### Met1 routing, run 1

(4 px per µm) Supply wires on this layer in gray. Cells faint in the background.
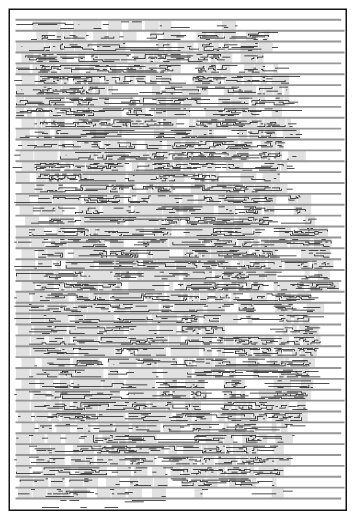
### Cell classes on the final placement, run 1

(3 px per µm)
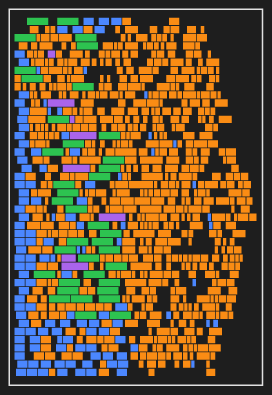
### Wires at chosen ports, followed through buffers, run 1

(2 px per µm)
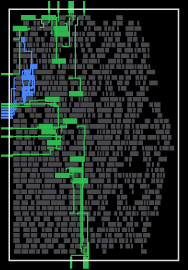
## config.mk

```make
export PLATFORM = sky130hd
export DESIGN_NAME = mult_arbiter
export DESIGN_NICKNAME = d
export VERILOG_FILES = /design/src/rtl/mult_arb_pkg.sv /design/src/rtl/multiplier_8bit.sv /design/src/rtl/mult_arbiter.sv
export SDC_FILE = /design/constraint.sdc
export NUM_CORES = 1
export LEC_CHECK = 0
export CAP_MARGIN = 10
export CORE_ASPECT_RATIO = 1.5
export CORE_UTILIZATION = 55
export CTS_CLUSTER_DIAMETER = 120
export DETAILED_ROUTE_END_ITERATION = 7
export GPL_TIMING_DRIVEN = 0
export PLACE_DENSITY = 0.85
export SLEW_MARGIN = 10
export SYNTH_ARGS = -nofsm -noshare
export SYNTH_HDL_FRONTEND = slang
export SYNTH_SLANG_ARGS = --single-unit
```

## constraint.sdc

```tcl
create_clock -name clk -period 24 [get_ports clk]
set_clock_uncertainty 0.05 [all_clocks]
set_input_delay 2.4 -clock clk [delete_from_list [all_inputs] [get_ports clk]]
set_output_delay 2.4 -clock clk [all_outputs]
set_load 0.02 [all_outputs]
```

## src/rtl/mult_arb_pkg.sv

```systemverilog
// Shared constants and state encoding for the round-robin multiplier arbiter.
package mult_arb_pkg;

    localparam int OP_W   = 8;
    localparam int PROD_W = 16;

    typedef enum logic [1:0] {
        S_IDLE = 2'd0,
        S_MUL  = 2'd1,
        S_MUL2 = 2'd2,
        S_RESP = 2'd3
    } arb_state_t;

endpackage

```

## src/rtl/multiplier_8bit.sv

```systemverilog
// Combinational unsigned 8x8 array multiplier: one shifted partial product
// per bit of b, summed into a full-width 16-bit result (no truncation).
module multiplier_8bit
    import mult_arb_pkg::*;
(
    input  logic [OP_W-1:0]   a,
    input  logic [OP_W-1:0]   b,
    output logic [PROD_W-1:0] o
);

    logic [PROD_W-1:0] sum_s;

    // Accumulate the partial-product rows of the array.
    always_comb begin
        sum_s = '0;
        for (int i = 0; i < OP_W; i++) begin
            if (b[i]) begin
                sum_s = sum_s + (PROD_W'(a) << i);
            end else begin
                sum_s = sum_s;
            end
        end
    end

    assign o = sum_s;

endmodule

```

## src/rtl/mult_arbiter.sv

```systemverilog
// Round-robin arbiter/sequencer sharing one multiplier_8bit between NREQ
// requesters. One transaction is in flight at a time: IDLE grants and
// captures operands, MUL registers the product, RESP holds the result until
// the consumer accepts it.
// Build option: define MULT_ARB_PIPE_EN to add the MUL2 state and a second
// product register, cutting the multiplier-to-response path (latency 3).
module mult_arbiter
    import mult_arb_pkg::*;
#(
    parameter int NREQ = 4,
    parameter int IDW  = (NREQ > 1) ? $clog2(NREQ) : 1
)(
    input  logic                   clk,
    input  logic                   rst,
    input  logic [NREQ-1:0]        req_valid,
    output logic [NREQ-1:0]        req_ready,
    input  logic [NREQ*OP_W-1:0]   req_a,
    input  logic [NREQ*OP_W-1:0]   req_b,
    output logic                   rsp_valid,
    input  logic                   rsp_ready,
    output logic [PROD_W-1:0]      rsp_prod,
    output logic [IDW-1:0]         rsp_id
);

    // Returns {found, index}: the first set bit of valid scanning upward
    // from start and wrapping modulo NREQ. The scan runs from the farthest
    // offset down so the nearest requester is the last (winning) write.
    function automatic logic [IDW:0] rr_pick(input logic [NREQ-1:0] valid,
                                             input logic [IDW-1:0]  start);
        logic [IDW:0] result;
        int           idx;
        result = '0;
        for (int k = NREQ - 1; k >= 0; k--) begin
            idx = (int'(start) + k) % NREQ;
            if (valid[idx]) begin
                result = {1'b1, IDW'(idx)};
            end
        end
        return result;
    endfunction

    arb_state_t          state_r;
    arb_state_t          state_next_s;
    logic [IDW-1:0]      ptr_r;
    logic [IDW-1:0]      ptr_next_s;
    logic [IDW-1:0]      id_r;
    logic [OP_W-1:0]     op_a_r;
    logic [OP_W-1:0]     op_b_r;
    logic [PROD_W-1:0]   prod_r;
    logic [PROD_W-1:0]   mul_o_s;
    logic [IDW:0]        pick_s;
    logic                pick_valid_s;
    logic [IDW-1:0]      pick_idx_s;
    logic [OP_W-1:0]     sel_a_s;
    logic [OP_W-1:0]     sel_b_s;
    logic [NREQ-1:0]     grant_s;
    logic                load_s;

    assign pick_s       = rr_pick(req_valid, ptr_r);
    assign pick_valid_s = pick_s[IDW];
    assign pick_idx_s   = pick_s[IDW-1:0];
    assign sel_a_s      = req_a[int'(pick_idx_s) * OP_W +: OP_W];
    assign sel_b_s      = req_b[int'(pick_idx_s) * OP_W +: OP_W];

    // Pointer moves one past the winner so the winner has lowest priority next.
    always_comb begin
        if (pick_idx_s == IDW'(NREQ - 1)) begin
            ptr_next_s = '0;
        end else begin
            ptr_next_s = pick_idx_s + IDW'(1);
        end
    end

    // The shared multiplier only ever sees the captured operands.
    multiplier_8bit u_mul (
        .a (op_a_r),
        .b (op_b_r),
        .o (mul_o_s)
    );

    // Next-state decode and grant generation; grants only ever occur in IDLE.
    always_comb begin
        state_next_s = state_r;
        grant_s      = '0;
        load_s       = 1'b0;
        case (state_r)
            S_IDLE: begin
                if (pick_valid_s) begin
                    grant_s[pick_idx_s] = 1'b1;
                    load_s              = 1'b1;
                    state_next_s        = S_MUL;
                end else begin
                    state_next_s = S_IDLE;
                end
            end
            S_MUL: begin
`ifdef MULT_ARB_PIPE_EN
                state_next_s = S_MUL2;
`else
                state_next_s = S_RESP;
`endif
            end
            S_MUL2: begin
`ifdef MULT_ARB_PIPE_EN
                state_next_s = S_RESP;
`else
                // Unreachable without pipelining; recover to IDLE.
                state_next_s = S_IDLE;
`endif
            end
            S_RESP: begin
                if (rsp_ready) begin
                    state_next_s = S_IDLE;
                end else begin
                    state_next_s = S_RESP;
                end
            end
            default: begin
                state_next_s = S_IDLE;
            end
        endcase
    end

    // Grant is suppressed while reset is asserted so nothing looks accepted.
    always_comb begin
        if (rst) begin
            req_ready = '0;
        end else begin
            req_ready = grant_s;
        end
    end

    // State register.
    always_ff @(posedge clk) begin
        if (rst) begin
            state_r <= S_IDLE;
        end else begin
            state_r <= state_next_s;
        end
    end

    // Capture the granted requester's operands, ID and advance the pointer.
    always_ff @(posedge clk) begin
        if (rst) begin
            op_a_r <= '0;
            op_b_r <= '0;
            id_r   <= '0;
            ptr_r  <= '0;
        end else if (load_s) begin
            op_a_r <= sel_a_s;
            op_b_r <= sel_b_s;
            id_r   <= pick_idx_s;
            ptr_r  <= ptr_next_s;
        end
    end

`ifdef MULT_ARB_PIPE_EN
    logic [PROD_W-1:0] prod_pipe_r;

    // Two-stage product capture: multiplier output in MUL, response copy in MUL2.
    always_ff @(posedge clk) begin
        if (rst) begin
            prod_pipe_r <= '0;
            prod_r      <= '0;
        end else begin
            if (state_r == S_MUL) begin
                prod_pipe_r <= mul_o_s;
            end
            if (state_r == S_MUL2) begin
                prod_r <= prod_pipe_r;
            end
        end
    end
`else
    // Single-stage product capture in MUL.
    always_ff @(posedge clk) begin
        if (rst) begin
            prod_r <= '0;
        end else if (state_r == S_MUL) begin
            prod_r <= mul_o_s;
        end
    end
`endif

    // Response fields come straight from registers and stay put through RESP.
    assign rsp_valid = (state_r == S_RESP);
    assign rsp_prod  = prod_r;
    assign rsp_id    = id_r;

endmodule

```

==> results.txt, run 1 <==
Numbers from the implementation run.

The largest individual stage delay along the critical path comes from the cell dfxtp_1. The number of violations reported at the end of detailed-routing iteration 0 is ~440. The layer carrying the most global-route usage is met2.

Post-CTS timing repair inserted 0 buffers for setup. The worst hold margin is 427 ps. met3 track demand over resource after global routing is 0.0358. In the final report, the number of endpoints failing setup comes to 0. The total routed wirelength is approximately 17 mm.

Post-route period utilization is reported as 0.441. Per the CTS log, the buffer count on the longest clock path is 2. The category of the worst setup path launch point is a flop. Post-CTS repair ended up resizing 0 cells. The number of max-slew violations in the final report is 0. Counting the buffers created by CTS gives 5. After the last flow step, the layout net total stands at about 940.

The overall via count from detail_route is about 6k. The maximum frequency from static timing analysis is 94.5 MHz. Warnings reported by Yosys during synthesis add up to 0. Per the power-grid run, VDD falls by no more than around 0.069 mV. Of the post-synthesis cell area, the dominant cell type holds 0.140. For this run, global-route usage on met1 was measured as 0.366.

STA classifies the critical path endpoint as a flop. The CTS tree is yes. The register share after synthesis is 0.137.

The floorplan step set the die height to 125 µm. The remaining routing DRC violations is 0. According to the CTS report, the clock sink count is 38. By count the netlist is led by 62 x ha_1, 49 x nand2_1, 48 x mux2i_1, 48 x nor2_1, 41 x o21ai_0. The skew report gives the latency at the later pin of the worst-skew pair as roughly 280 ps. The fraction of synthesis flops using an asynchronous set or reset pin is 0. The number of standard cells reported by yosys is between 700 and 800. The path class of the tightest hold or removal check is reg -> reg.

Relative to the synthesized area, the layout overhead comes to 22.2%. The data required time of the critical path is about 24000 ps. The number of antenna violations at the first check in global routing is 0.

Among all flip-flop cells after synthesis, the most frequent one is dfxtp_1. Counting stages on the worst path, the most repeated cell is ha_1. During I/O placement, the number of pins put on the boundary was ~94. The run finished with clean final reports.

The number of global-route vias before repair came to 6033. The floorplan step records an initial core utilization of 0.568. The synthesized netlist occupies a cell area of around 5500 µm². The number of standard cells in the final layout excluding fillers is slightly above 900. The power per cell area is just over 80 nW/µm². The area taken by multi-input combinational cells is reported as around 4500 µm². The post-detailed-route via-to-cell ratio is between 6 and 7. The leakage power in the latest report is 0.00306 µW. The cell sitting at the root of the clock tree is a clkbuf_16. Per the gpl log, the routability congestion estimate is around 0.90. Looking at the setup timing report, the critical path kind is reg -> reg.

Buffers inserted to repair hold after CTS numbered 0. 0 antenna diodes ended up in the layout. The clock input transition at the sequential cells of the worst setup and hold paths is 60 ps. The routed wirelength normalized by instance count is 18.9 µm. The yosys-reported design area after synthesis is ~5500 µm². Per the final timing report, the hold violations number 0. The most frequently used cell type in the post-synthesis netlist is ha_1. Across all checked pins, the minimum headroom to the slew limit is 0.438. The number of enable-type register cells in the synthesized netlist is 0. The die span in x is approximately 84 µm. The total half-perimeter wirelength after legalization and detailed placement is between 10 and 15 mm. Yosys attributes the largest share of cell area to ha_1 14%, dfxtp_1 14%, mux2i_1 8.7%, o21ai_0 3.7%, a21oi_1 3.5%.

The post-layout minimum cycle time is between 10000 and 15000 ps. The count of port buffers added during placement is between 90 and 100. The total design power is between 500 and 600 µW. The sequential cells in the finished layout cover a total of ~760 µm².

The first-pass iteration count of the detailed router is 5. The largest single stage delay on the critical path is approximately 700 ps. The highest fanout seen on the critical path is 12. The slew at the pin with the worst max-slew slack is 841 ps. At floorplan, the net count of the design was reported as around 840. The unique cell type count in the Yosys netlist is 82. The worst endpoint data arrival time is ~11000 ps. The overall die size recorded for this design is around 10000 µm². Setup repair after global routing left no endpoint under its margin. The maximum level of the CTS H-tree is 2. Entering global routing, the biggest net connects 14 pins. The first global-routing pass estimated about 28 mm of wire. The final sum of negative setup slack is 0 ps. A synthesized cell averages around 8 µm².

The number of placed instances with taps included is roughly 900. Per the synthesis report, the dominant area consumer among library cells is ha_1. The fraction of met2 tracks used by global routing is 0.595. In the final layout, the share of cells above drive strength 1 is 0.0584. The layout has approximately 800 filler cells. The residual antenna-violating net count after detailed routing is 0.

The cell count after synthesis is between 700 and 800. Summed over all layers, the global routing overflow is 0. In this run the tools logged warnings totalling 33. The post-synth register bit count is 38.

The global-route usage over all layers is 0.332. The tool flagged a number of max-cap violations equal to 0.
## Picture notes: 'Met1 routing'
wire length on this layer = 6570 µm
longest straight run = 35.9 µm
nets with wire on the layer = 869
share of all routed wire = 38%
main direction = horizontal

## Picture notes: 'Cell classes on the final placement'
other buffers and delay cells -> blue  # cells 124
clock drivers and dummy loads -> purple  # cells 8
combinational and other logic -> orange  # cells 635
flops -> green  # cells 38
Core Footprint: 9740 µm²
placement row count: 44
Final Cell Area: 6760 µm²

## Picture notes: 'Wires at chosen ports, followed through buffers'
rsp_prod -> green  # bits 16, direction output, edge 6 top, 6 left, 4 bottom, end cells 16, buffers 16, wire 613 µm
req_valid -> blue  # bits 4, direction input, edge left, end cells 10, buffers 4, wire 167 µm

run 1: state kept, by name (all words and copies together), names as in the netlist:
| register | flops |
|---|---|
| rsp_prod | 16 |
| op_a_r | 8 |
| op_b_r | 8 |
| ptr_r | 2 |
| rsp_id | 2 |
| state_r | 2 |
run 1: worst paths after layout:
kind               startpoint           end  slack (ps)  depth (start not counted)
setup / recovery    op_a_r[1]  rsp_prod[14]       13420                         42
hold / removal    rsp_prod[0]   rsp_prod[0]         430                          2
setup reg to reg    op_a_r[1]  rsp_prod[14]       13420                         42
hold reg to reg   rsp_prod[0]   rsp_prod[0]         430                          2
run 1: power breakdown:
| part | leakage [µW] | switching, µW | internal (µW) |
|---|---|---|---|
| logic | 0.00268 | 215 | 165 |
| clock network | 0.0000729 | 25.9 | 41.1 |
| registers | 0.000313 | 26.8 | 78.1 |
run 1: routing by layer:
metal  vias up  wire length [µm]
met5         -                 0
met4         0              1140
met3        77               917
met2       279              8710
met1      2810              6570
li1       2855                 -
run 1: metrics by stage:
stage | instance area, µm² | utilization | setup WS, ps
final | 6760 | 0.694 | 13420
after global routing | 6760 | 0.694 | 12760
after CTS | 6760 | 0.694 | 13720
after detailed placement | 6610 | 0.678 | 13770
after global placement | 6610 | 0.678 | 14170
after floorplan | 5530 | - | 15340
run 1: final cells by class:
cell class	count	share of cell area
tap	115	0.0213
clock buffer	6	0.0205
multi-input combinational	597	0.663
timing repair buffer	93	0.138
buffer	31	0.0224
sequential	38	0.113
clock inverter	2	0.00185
inverter	38	0.0211
run 1: worst max-delay path, delay by kind of cell, from the launching register on:
family,cells,cell delay (ps)
compound gates,16,3590
xor+xnor,2,210
fa+ha+maj,8,2320
buf+inv,3,360
flops,1,720
mux,4,960
simple gates,9,2280
run 1: cells in the final DEF (no fill, tap or decap), types with 20 or more instances in the layout:
cell type | netlist | layout
clkdlybuf4s50_1 | 0 | 93
ha_1 | 62 | 62
nand2_1 | 49 | 49
nor2_1 | 48 | 48
mux2i_1 | 48 | 48
o21ai_0 | 41 | 41
a21oi_1 | 39 | 39
dfxtp_1 | 38 | 38
inv_1 | 36 | 36
a21o_1 | 23 | 23
o22ai_1 | 20 | 20
run 1: cells by family (layout without fill, tap and decap cells):
logic type | count (synthesis) | count (layout) | share of synthesized area
DFF | 38 | 38 | 0.137
muxes | 55 | 55 | 0.103
xor gates and xnor gates | 19 | 19 | 0.0301
adders and majority gates | 69 | 69 | 0.165
AOI/OAI and AO/OA | 248 | 248 | 0.317
and+or+nand+nor | 206 | 206 | 0.194
buffers and inverters | 69 | 170 | 0.0531
### Cell placement, run 1

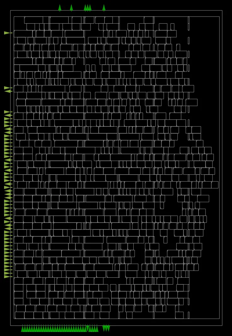

--- run 2 (diff from run 1) ---
==> constraint.sdc (replaced) <==
create_clock -name clk -period 10 [get_ports clk]
set_clock_uncertainty 0.05 [all_clocks]
set_input_delay 1 -clock clk [delete_from_list [all_inputs] [get_ports clk]]
set_output_delay 1 -clock clk [all_outputs]
set_load 0.02 [all_outputs]
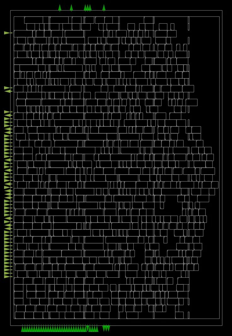
*Cell placement, run 2*
Layout fillers: 772
count of placed standard cells in the final layout, fillers left out: 920
Seq cells: 38
Tap Count: 115
Util after Layout: 0.704

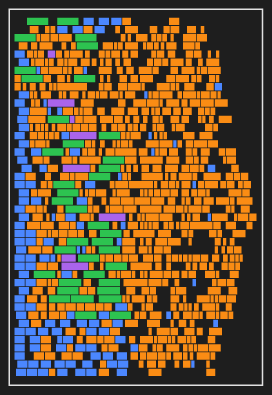
*Cell classes on the final placement, run 2*
(3 px per µm)
flops -> green  # cells 38
combinational and other logic -> orange  # cells 635
other buffers and delay cells -> blue  # cells 124
clock drivers and dummy loads -> purple  # cells 8
sequential portion of the cell area: 0.112
Final Cell Area: 6860 µm²

==> results.txt, run 2 <==
Numbers from the implementation run.

The worst endpoint data arrival time is 9720 ps. The synth_stat.txt file lists the number of cells as between 700 and 800. After detailed routing, the number of vias per cell comes to 6.52.

The gate family responsible for the most delay along the worst path is AND-OR/OR-AND gates. The number of top-level design ports is ~94. The pin count of the biggest net entering global routing is 14. STA classifies the critical path startpoint as a flop. Yosys reported that registers with async set or reset make up 0. The number of warnings in the stage logs is 33. The clock latency reported for the late side of the worst-skew pair is around 280 ps.

Headroom to the max-slew limit came out at 0.484. Counting instances in the post-synthesis netlist gives the leading cell types as 62 x ha_1, 49 x nand2_1, 48 x mux2i_1, 48 x nor2_1, 41 x o21ai_0. Summed over all routing layers, the global router reports a total usage of 0.332. The cell taking the most area after synthesis is ha_1. The script parses the final routing iteration and logs DRC violations as 0. Based on the critical path, the design can be clocked at up to about 100 MHz.

VDD sags by at most 0.166 mV. The total core area is 9740 µm². The number of nets in the layout is around 940. Compared with the post-synthesis result, the final layout area differs by 23.9%. The fraction of synthesized cell area in xor and xnor cells is 0.0301. The adder and majority gate portion of the synthesized area is 0.165. The floorplan has between 40 and 50 rows. The count of nets left with antenna violations once routing finished came out at 0. The area recorded from the Yosys report for this design is between 5000 and 6000 µm². The logic depth of the worst path, buffers included is approximately 42. The flow ran to the end, and the final reports show no timing, DRC or antenna violations. Per Yosys stat, the portion of area used by sequential elements is 0.137.

In the floorplan report the effective utilization is 0.568. In this run the cell area of the synthesized design comes to roughly 5500 µm². Total power normalized to cell area comes to 197 nW/µm². The run reported a max-capacitance violation count of 0. The number of max-slew violations in the final report is 0. The most common flop cell mapped by yosys is dfxtp_1. The number of buffers and inverters on the critical path is 3. The repair_antennas step left the layout with diodes totalling 0. The largest combinational cell category by area is AND-OR/OR-AND gates.

Once synthesis finished, the tally of register bits stood at 38. The total design power is 1350 µW. The longest clock path from root to sink contains 2 buffers. The most instantiated logic cell after routing is clkdlybuf4s50_1.

In this run, synthesis inferred 0 flip-flops with an integrated enable. Among all cell types in the netlist, the one instantiated most often is ha_1. Looking at the max-slew report, the worst-margin pin has a slew of approximately 770 ps. The depth of the worst hold-timing path is 2. The vertical die dimension is ~120 µm. The class of the worst hold path is reg -> reg.

From left edge to right edge, the die measures between 80 and 90 µm. The timing report gives the biggest stage delay along the critical path as about 820 ps. The clock root buffer is clkbuf_16.

The number of nets in the synthesized netlist is between 800 and 900. The total routed wirelength is 17.4 mm. Counting cells, the worst reg-to-reg path comes to roughly 42.

For this design, the sink count on the clock tree is 38. In this run the most critical hold path is launched from rsp_prod[0]. The routed wirelength normalized by instance count is about 19 µm. STA lists the startpoint of the worst register-to-register path as op_a_r[6]. The cell with the most instances on the worst path is ha_1.

The leakage power summed over all cells is ~0.003 µW. After technology mapping, the gate count stands at around 700. The number of antenna violations at the first check in global routing is 0.

The global-route wire length before repair is between 20 and 30 mm. The final hold violation count is 0. Endpoints with negative setup slack in the final report add up to 0.

The overall via count from detail_route is 6002. In the final layout, the multi-input gates occupy ~4600 µm². In the finished design, the share of the clock period the worst path needs comes to 0.957. The element type at the critical path end is a flop. The number of global-route vias before repair is 6031. Tracing the worst setup path back leads to its startpoint at op_a_r[6]. The placer's final routability congestion estimate is roughly 0.90.

The hold buffer count at cts is 0. The share of synthesized area in the top cell type comes to 0.140. The total half-perimeter wirelength after legalization and detailed placement is 13.7 mm. The library cell contributing the largest single delay on the critical path is dfxtp_1. The global route stage reports its total congestion overflow as 0. The multiplexer area fraction after synthesis is 0.103. The H-tree generated during clock tree synthesis spans 2 levels. According to the report, the first pass of detailed routing completed in 5 iterations. The number of flip-flops under the largest register name is 16.

The post-layout minimum cycle time is 9570 ps. A synthesized cell averages a little under 8 µm². The unique cell type count in the Yosys netlist is around 80. Sorting the synthesized cells by area gives the leading types as ha_1 14%, dfxtp_1 14%, mux2i_1 8.7%, o21ai_0 3.7%, a21oi_1 3.5%.

The number of violations reported at the end of detailed-routing iteration 0 is a little over 400. The area share of and/or/nand/nor cells after synthesis is 0.194. The CTS tree is yes. CTS added clock buffers totalling 5. The count of port buffers added during placement is between 90 and 100.

By instance count after routing, the leading logic cell types are 93 x clkdlybuf4s50_1, 61 x ha_1, 49 x nand2_1. Per the layout area report, the register area comes to between 700 and 800 µm². Per the final layout report, the fraction of cells sized above drive strength 1 comes to 0.0820. The synthesis report lists the Yosys warning total as 0.

The clock input transition at the sequential cells of the worst setup and hold paths is 60 ps. Per the synthesis report, the AND-OR/OR-AND share of the synthesized area is 0.317. The overall die size recorded for this design is about 10000 µm². Along the worst path, the maximum fanout reaches 10. The kind of critical path is reg -> reg. For the worst setup path, the data required time is 10160 ps.
## run 2: cell types whose count changed in the layout (fill, tap and decap cells not counted), moves of 3 or more
cell,delta
dfxtp_1,-4
dfxtp_2,+4
o21ai_0,-3
o21ai_1,+3
## run 2: per-stage QoR
step | instances | worst slack (ps) | instance area (µm²) | TNS, ps | hold slack (ps)
after floorplan | 704 | 1340 | 5530 | 0 | 431
after global placement | 912 | 170 | 6610 | 0 | 388
after detailed placement | 912 | -225 | 6610 | -225 | 413
after CTS | 920 | 78.1 | 6770 | 0 | 421
after global routing | 920 | -10.5 | 6860 | -10.5 | 444
final | 920 | 433 | 6860 | 0 | 427
## run 2: final timing paths
path	slack (ps)	to
worst max-delay path	430	rsp_prod[14]
worst min-delay path	430	rsp_prod[0]
worst max register to register	430	rsp_prod[14]
worst min register to register	430	rsp_prod[0]
## run 2: area by class of cell
class	instances	share of cell area
inverter	38	0.0208
tap	115	0.0210
timing repair buffer	95	0.138
clock inverter	2	0.00182
clock buffer	6	0.0203
sequential	38	0.112
multi-input combinational	597	0.666
buffer	29	0.0210
## run 2: repair_timing
item / CTS / global route
endpoints found under the setup margin: 1 / 5
pin swaps: 0 / 5
buffers inserted: 0 / 2
gates resized: 4 / 21
endpoints found under the hold margin: 0 / 0
## run 2: worst min-delay path: cells and delay by family (launching register included)
family,cells,cell delay [ps]
flops,1,320
simple gates,1,60
compound gates,1,50
## run 2: cell families (layout without fill, tap and decap cells)
| logic type | count (synthesis) | in the layout |
|---|---|---|
| flip-flops | 38 | 38 |
| adder cells (fa/ha/maj) | 69 | 69 |
| AND/OR/NAND/NOR | 206 | 206 |
| XOR/XNOR | 19 | 19 |
| AND-OR/OR-AND | 248 | 248 |
| buffers and inverters | 69 | 170 |
| multiplexers | 55 | 55 |
## run 2: power breakdown
group	internal, µW	switching, µW
Clock	98.7	62.5
Sequential	188	63.5
Combinational	409	527
Total	696	654
## run 2: metal layers
metal / track usage / up-vias / wire [µm]
met4: 0.217 / 0 / 1040
li1: - / 2861 / -
met1: 0.366 / 2815 / 6820
met3: 0.0358 / 73 / 814
met2: 0.595 / 253 / 8770
met5: 0 / - / 0
No activity file was given, so power comes from the tool's default toggle rates.
